layer_met1.png
Bar = 100 microns.
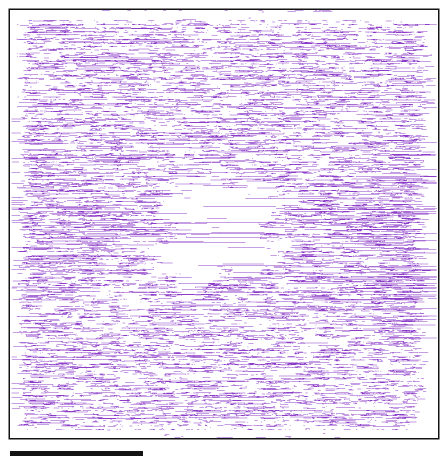
layer_met2.png
Bar = 100 microns. Cells faint in the background.
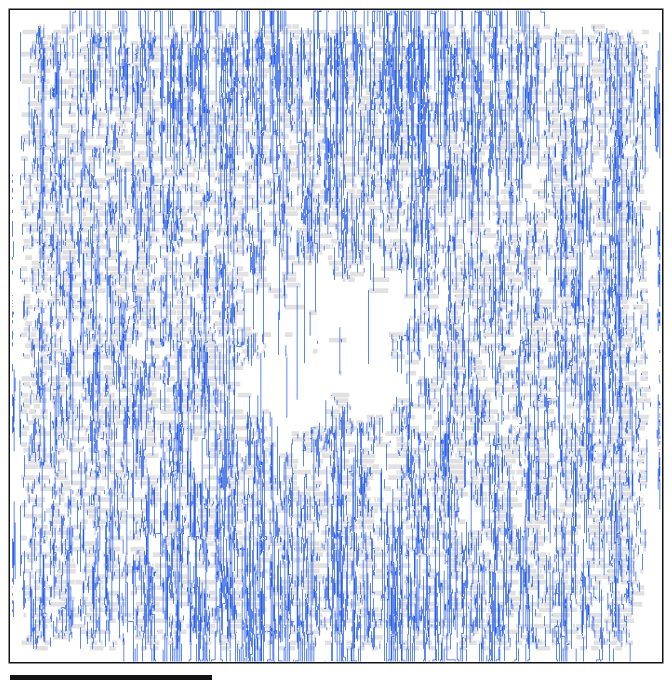
layer_met3.png
Bar = 100 microns. Cells faint in the background.
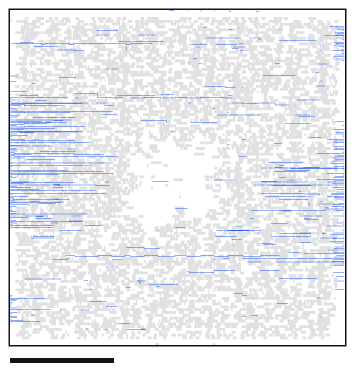
layer_met4.png
Bar = 100 microns.
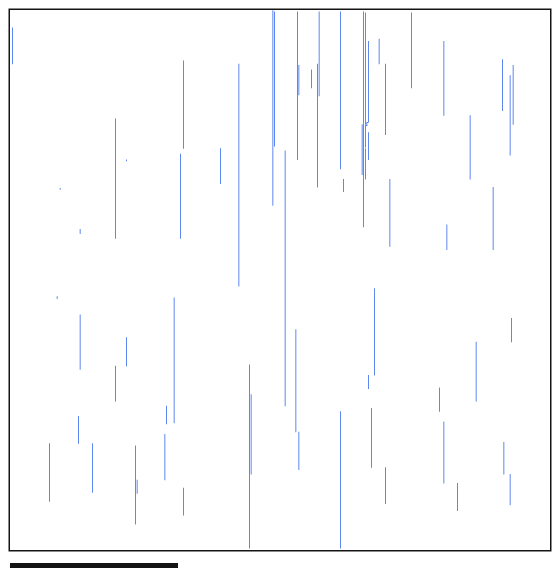
congestion.png
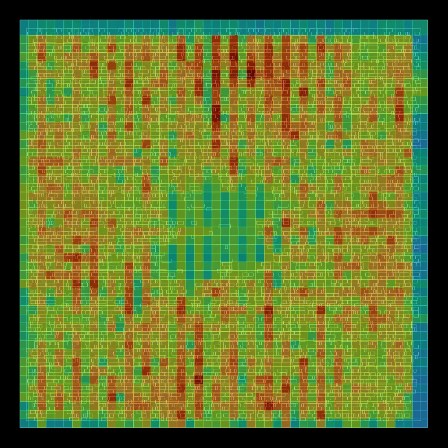
### src/rtl/fifo_depth_n.sv
// rtl/fifo_depth_n.sv - DEPTH-entry circular-buffer FIFO with ENA/RDY handshakes
//
// Purpose : stores WIDTH-bit entries in a DEPTH-entry ring. The head entry is
//           presented combinationally from registered state, so an entry
//           enqueued in cycle t becomes visible in cycle t+1 (no bypass).
// Ports   : CLK            clock, all state changes on its rising edge
//           nRST           synchronous active-low reset (clears count, pointers, storage)
//           in_enq__ENA    enqueue request
//           in_enq_v       enqueue data (WIDTH)
//           in_enq__RDY    an enqueue may be accepted this cycle
//           out_deq__ENA   dequeue request
//           out_deq__RDY   a dequeue may be accepted this cycle
//           out_first      head entry data (WIDTH)
//           out_first__RDY out_first is valid
//           count          occupancy 0..DEPTH ($clog2(DEPTH)+1 bits)
// Option  : FIFO_DEPTH_N_PIPELINE_EN - when defined, a full FIFO accepts an
//           enqueue in the same cycle as a dequeue (in_enq__RDY also asserted
//           by out_deq__ENA).
module fifo_depth_n #(
  parameter int WIDTH = 256,
  parameter int DEPTH = 4
) (
  input  logic                       CLK,
  input  logic                       nRST,
  input  logic                       in_enq__ENA,
  input  logic [WIDTH-1:0]           in_enq_v,
  output logic                       in_enq__RDY,
  input  logic                       out_deq__ENA,
  output logic                       out_deq__RDY,
  output logic [WIDTH-1:0]           out_first,
  output logic                       out_first__RDY,
  output logic [$clog2(DEPTH):0]     count
);

  localparam int AW = $clog2(DEPTH);
  localparam int CW = AW + 1;
  localparam logic [CW-1:0] FULL_COUNT = CW'(DEPTH);

  logic [WIDTH-1:0] mem_q [DEPTH];
  logic [WIDTH-1:0] mem_d [DEPTH];
  logic [AW-1:0]    rd_ptr_q, rd_ptr_d;
  logic [AW-1:0]    wr_ptr_q, wr_ptr_d;
  logic [CW-1:0]    count_q, count_d;

  logic not_empty;
  logic enq_fire;
  logic deq_fire;

  assign not_empty      = (count_q != '0);
  assign out_deq__RDY   = not_empty;
  assign out_first__RDY = not_empty;
  assign out_first      = mem_q[rd_ptr_q];
  assign count          = count_q;

`ifdef FIFO_DEPTH_N_PIPELINE_EN
  // When full, a simultaneous dequeue frees the head slot; since the write
  // pointer equals the read pointer when full, the new entry lands there.
  assign in_enq__RDY = (count_q != FULL_COUNT) | out_deq__ENA;
`else
  assign in_enq__RDY = (count_q != FULL_COUNT);
`endif

  // Requests only take effect when the matching RDY is high.
  assign enq_fire = in_enq__ENA & in_enq__RDY;
  assign deq_fire = out_deq__ENA & out_deq__RDY;

  always_comb begin
    mem_d    = mem_q;
    wr_ptr_d = wr_ptr_q;
    rd_ptr_d = rd_ptr_q;
    count_d  = count_q;

    if (enq_fire) begin
      mem_d[wr_ptr_q] = in_enq_v;
      wr_ptr_d        = wr_ptr_q + AW'(1);
    end

    // Dequeue only moves the pointer; the vacated slot keeps its old data.
    if (deq_fire) begin
      rd_ptr_d = rd_ptr_q + AW'(1);
    end

    unique case ({enq_fire, deq_fire})
      2'b10:   count_d = count_q + CW'(1);
      2'b01:   count_d = count_q - CW'(1);
      default: count_d = count_q;
    endcase
  end

  always_ff @(posedge CLK) begin
    if (!nRST) begin
      for (int i = 0; i < DEPTH; i++) begin
        mem_q[i] <= '0;
      end
      wr_ptr_q <= '0;
      rd_ptr_q <= '0;
      count_q  <= '0;
    end else begin
      mem_q    <= mem_d;
      wr_ptr_q <= wr_ptr_d;
      rd_ptr_q <= rd_ptr_d;
      count_q  <= count_d;
    end
  end

endmodule

### config.mk
export PLATFORM = sky130hd
export DESIGN_NAME = fifo_depth_n
export DESIGN_NICKNAME = d
export VERILOG_FILES = /design/src/rtl/fifo_depth_n.sv
export SDC_FILE = /design/constraint.sdc
export NUM_CORES = 2
export LEC_CHECK = 0
export ABC_AREA = 0
export CELL_PAD_IN_SITES_DETAIL_PLACEMENT = 0
export CELL_PAD_IN_SITES_GLOBAL_PLACEMENT = 1
export CORE_MARGIN = 5
export CORE_UTILIZATION = 45
export DETAILED_ROUTE_END_ITERATION = 16
export GPL_TIMING_DRIVEN = 1
export PLACE_DENSITY_LB_ADDON = 0.1
export RECOVER_POWER = 50
export SKIP_LAST_GASP = 1
export SLEW_MARGIN = 25
export SYNTH_ARGS = -nofsm -noshare
export SYNTH_HDL_FRONTEND = slang
export SYNTH_SLANG_ARGS = --single-unit
### constraint.sdc
create_clock -name CLK -period 2.8 [get_ports CLK]
set_input_delay 0.56 -clock CLK [delete_from_list [all_inputs] [get_ports CLK]]
set_output_delay 0.56 -clock CLK [all_outputs]
set_load 0.02 [all_outputs]
==> flow_summary.ini <==
; implementation run metrics
[status]
violations = setup timing
outcome = complete, but fails checks

[sta]
slew_headroom_pct = 20.24
setup_viol = 105
holdWs_ns = 0.3550
slew_violations = 0
timing.final.ws_setup_ns = -0.1390

[drt]
drt_iter0_drc = 1773
wl_met1_mm = 53.23

[critical_path]
required_ns = 2.24
max_stage_delay_ns = 0.52
setup.worst_path.start = rd_ptr_q[0]
worstReg2RegStart = count[1]
r2r-end = mem_q[879]

[final_layout]
largest_reg_flops = 1024
seq_cell_count = 1031
layout.nets = 4815
final.clkbuf_count = 168
fin_cells = 5920

[synthesis]
ys_warn_count = 0
mux_area_share_pct = 36.51
synth_top_area_share_pct = 47.02
yosysMostFrequentCell = nand2_1

[clocking]
cts_buffer_depth = 3
cts_tree = built

[placed_design]
place_ws_ns = 0.2323
placedInstanceArea_sq_um = 50410
globalplace.congestion = 0.7578

[flow_run]
log.warning_count = 32

[hold_path]
hp-start = nRST

[floorplanning]
coreArea_sq_um = 96710

[power]
p_comb_mw = 14.5
power_mw = 45.21
internal_power_mw = 32.16

[grt]
grt_first_pass_wirelength_mm = 186.3
Notes on layer_met1.png above:
- nets with wire on the layer: 4500
- longest straight run: 76.8 microns
- main direction: horizontal

Notes on layer_met2.png above:
- share of all routed wire: 48%
- nets with wire on the layer: 4038

Notes on layer_met3.png above:
- longest straight run: 99.6 microns
- share of all routed wire: 5.8%
- main direction: horizontal
- wire length on this layer: 7080 microns
drt total wl: 122.1 mm
DR vias: 30690

Notes on layer_met4.png above:
- wire length on this layer: 2690 microns
- main direction: vertical
- nets with wire on the layer: 30
- share of all routed wire: 2.2%

Notes on congestion.png above:
GR peak layer: met2
Layout Utilization: 58.08%
M1 GR Usage: 29.51%
GRT Resource Usage Total: 22.55%

